### src/rtl/aes_round_linear.sv
// AES round linear layer: ShiftRows+MixColumns (or InvMixColumns+InvShiftRows)
// on a 128-bit state, computed combinationally and registered once.
module aes_round_linear (
  input  logic         clk,
  input  logic         rst_n,
  input  logic         in_valid,
  input  logic         inverse,
  input  logic         skip_mix,
  input  logic [127:0] data_in,
  output logic [127:0] data_out,
  output logic         out_valid
);

  // Byte k occupies data[127-8k -: 8]; row = k mod 4, column = k div 4.
  function automatic logic [7:0] get_byte(input logic [127:0] s, input int r, input int c);
    return s[127 - 8 * (4 * c + r) -: 8];
  endfunction

  function automatic logic [7:0] xtime(input logic [7:0] b);
    return {b[6:0], 1'b0} ^ (b[7] ? 8'h1b : 8'h00);
  endfunction

  // Multiply by a 4-bit constant as a sum of b, 2b, 4b and 8b.
  function automatic logic [7:0] gmul(input logic [7:0] b, input logic [3:0] coef);
    logic [7:0] x2;
    logic [7:0] x4;
    logic [7:0] x8;
    logic [7:0] acc;
    x2  = xtime(b);
    x4  = xtime(x2);
    x8  = xtime(x4);
    acc = 8'h00;
    if (coef[0]) acc = acc ^ b;
    if (coef[1]) acc = acc ^ x2;
    if (coef[2]) acc = acc ^ x4;
    if (coef[3]) acc = acc ^ x8;
    return acc;
  endfunction

  function automatic logic [127:0] shift_rows(input logic [127:0] s, input logic inv);
    logic [127:0] o;
    int           src;
    o = '0;
    for (int c = 0; c < 4; c++) begin
      for (int r = 0; r < 4; r++) begin
        src = inv ? ((c - r + 4) % 4) : ((c + r) % 4);
        o[127 - 8 * (4 * c + r) -: 8] = get_byte(s, r, src);
      end
    end
    return o;
  endfunction

  function automatic logic [127:0] mix_columns(input logic [127:0] s, input logic inv);
    logic [127:0] o;
    logic [3:0]   coef [4];
    logic [7:0]   col  [4];
    logic [7:0]   acc;
    o = '0;
    if (inv) begin
      coef[0] = 4'he; coef[1] = 4'hb; coef[2] = 4'hd; coef[3] = 4'h9;
    end else begin
      coef[0] = 4'h2; coef[1] = 4'h3; coef[2] = 4'h1; coef[3] = 4'h1;
    end
    for (int c = 0; c < 4; c++) begin
      for (int r = 0; r < 4; r++) col[r] = get_byte(s, r, c);
      // Each output row uses the coefficient vector rotated by its row index.
      for (int r = 0; r < 4; r++) begin
        acc = 8'h00;
        for (int k = 0; k < 4; k++) acc = acc ^ gmul(col[(r + k) % 4], coef[k]);
        o[127 - 8 * (4 * c + r) -: 8] = acc;
      end
    end
    return o;
  endfunction

  logic [127:0] stage;
  logic [127:0] result;

  always_comb begin
    stage  = '0;
    result = '0;
    if (inverse) begin
      stage  = skip_mix ? data_in : mix_columns(data_in, 1'b1);
      result = shift_rows(stage, 1'b1);
    end else begin
      stage  = shift_rows(data_in, 1'b0);
      result = skip_mix ? stage : mix_columns(stage, 1'b0);
    end
  end

  always_ff @(posedge clk or negedge rst_n) begin
    if (!rst_n) begin
      data_out  <= '0;
      out_valid <= 1'b0;
    end else begin
      out_valid <= in_valid;
      if (in_valid) data_out <= result;
    end
  end

endmodule

### config.mk
export PLATFORM = sky130hd
export DESIGN_NAME = aes_round_linear
export DESIGN_NICKNAME = d
export VERILOG_FILES = /design/src/rtl/aes_round_linear.sv
export SDC_FILE = /design/constraint.sdc
export NUM_CORES = 1
export LEC_CHECK = 0
export CORE_MARGIN = 4
export CORE_UTILIZATION = 25
export DETAILED_ROUTE_END_ITERATION = 8
export PLACE_DENSITY_LB_ADDON = 0.08
export RECOVER_POWER = 50
export SYNTH_ARGS = -nofsm -noshare
export SYNTH_HDL_FRONTEND = slang
export SYNTH_SLANG_ARGS = --single-unit
### constraint.sdc
create_clock -name clk -period 0.92 [get_ports clk]
set_input_delay 0.138 -clock clk [delete_from_list [all_inputs] [get_ports clk]]
set_output_delay 0.138 -clock clk [all_outputs]
set_load 0.01 [all_outputs]
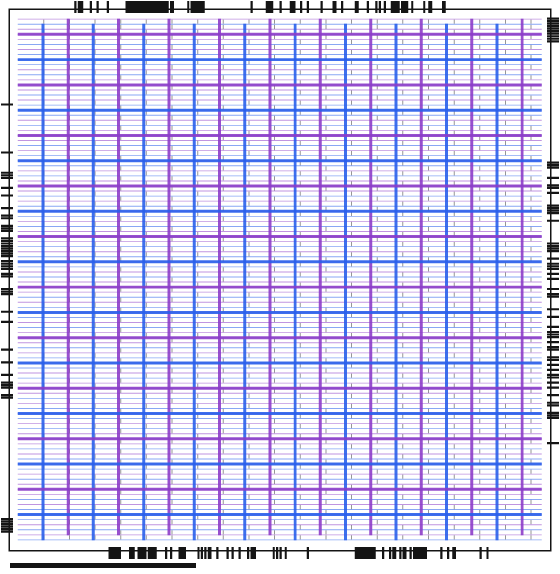
*PDN straps and rails*
Bar = 100 um. Pins as bars on the die edge. Tap cells in gray.
- VSS: blue
- VDD: purple
- tap cells: 1050
- signal pins: 262
- rows: 103
Peak supply drop: 1390 uV
Die X: 291 um
core area: 79000 um2

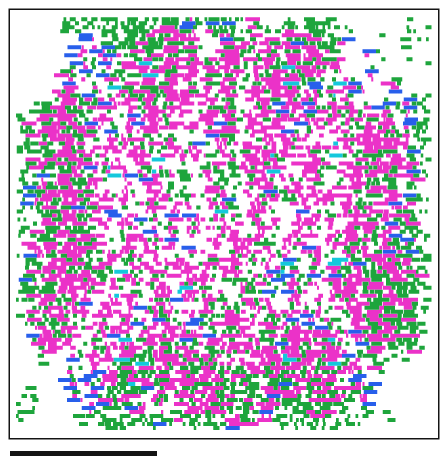
*Cells colored by class*
Bar = 100 um.
- remaining buffers and delay cells: green (cells 1583; share of their area 36%)
- remaining logic cells: magenta (cells 1722; share of their area 55%)
- sequential cells: blue (cells 129; share of their area 7.6%)
- clock drivers and dummy loads: cyan (cells 32; share of their area 1.5%)
FP Rows: 103
flop share of the area: 0.0738
final instance area: 44000 um2
final core occ: 0.557

==> summary.txt <==
yosys + openroad results -> Tcrit/Tclk final=2.02, Slew HR=0.321, # clock sinks=129, FP Core Util=0.253, met1 Use GR=0.388, asr flop ratio synth=1.00, hold worst-path end=data_out[88], share of layout cells above drive strength 1=0.686, most used logic cell in the final layout=buf_4, TritonCTS buffer count=17, H-tree depth=4, Syn Inst Count=2065, post-CTS sizing=2008, failing checks=negative setup slack, metal2 WL=65000 um, setup TNS=-117.92 ns, HP Start=inverse, Crit. path cell count=10, vias per std cell=4.81, simple share=0.0393, power share of the combinational group=0.772, hpwl dp=104000 um, Most Crowded Layer GR=met2, Max Root-Sink Buffers=2, Worst path slowest cell=a222oi_1, worst r2r path cells=3, clk_buf instances=20, CP delay by family, top=AND-OR/OR-AND gates, worst skew pair latency=0.51 ns, Distinct lib cells used=57, Avg WL per Cell=29.5 um, Ant. Diodes=1, Hold Buf Count CTS=1, Tap Cells=1050, max reg flops=128, crit start category=input pin, CP endpoint=data_out[79], largest net degree at the start of global routing=45, Total GRT Usage=0.306, Max-area cell share=0.347, synthesized area=20000 um2, Clk pin slew, worst setup/hold paths=0.07 ns, initial antenna violation count=3, # port buffers=261, comb pwr=57.0 mW, fill count=6708, run status=finished, violations left, Sequential Power Share=0.116, largest registers=data_out: 128 flops, out_valid: 1 flops, clk cell area share=0.0145, die footprint=84400 um2, r2r endpoint=data_out[98], CP Class=input pin to flip-flop, final hold violation count=0, met3 WL=8810 um, Synth area leader=xnor2_1, number of synthesized register bits=129, Area contributors post-synth=xnor2_1 35%, dfrtp_1 16%, xnor3_1 12%, xor2_1 9.8%, buf_2 2.3%, first-pass GRT wire length=180000 um, vias=21.7k, # placed instances=4067, most common cell in the netlist=xnor2_1, Seq cells=129, crit end category=flip-flop, largest cell class by area=combinational gates, Adder Area Share=0, crit-path cells=buf_8 > buf_12 > xor2_4 > xnor2_2 > xnor2_1 > buf_4 > xnor2_1 > a222oi_1 > buf_4 > a21oi_2, final setup margin=-0.935 ns, CP peak stage delay=0.84 ns, Signal buffers=1583, syn avg cell area=9.66 um2, met2 usage=0.512, combinational share of cell area=0.530, Max Transition Viols Final=0, Worst Hold Depth=3, met3 Usage GRT=0.0599, Comb gates=1716, Non-clock inverters=6, Final setup viols=257, Area Growth Syn to Fin=121%, TritonCTS clock tree=yes, gr ovfl total=0, Top Layout Cells=860 x buf_4, 390 x buf_6, 368 x xnor2_1, 226 x xnor2_2, 210 x xnor2_4, CP Buf/Inv Count=4, Max FO, Critical Path=3, FF+latch area=3250 um2, CP required=1.31 ns, DRT Pass-1 Iters=8, Placement Setup Slack=-2.34 ns, IO Pins=262, RSZ-0062 raised after global routing=true, Post-synth seq share=0.162, XORs/XNORs by Area=0.614, FMAX=539 MHz, switching part of the total=0.411, Nets=3586, wl on met1=53500 um, Seq group=8.57 mW, postcts setup bufs=358, Routed Antenna Nets=0, Synth Area in Compound Gates=0.110, worst reg2reg startpoint=data_out[98], routed wire length=133000 um
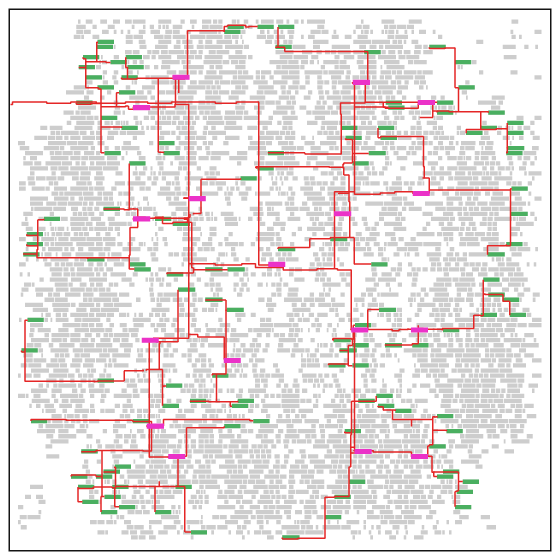
*Routed clock nets over the placement*
- clock wires: red (length 3580 um)
- flip-flops: green (count 129)
- clock-net drivers: magenta (count 17)
- flops lie: widely spread
- routed clock nets: 18
Clock power frac: 0.112
Clock Power: 8.30 mW

Power and IR drop assume default switching activity.
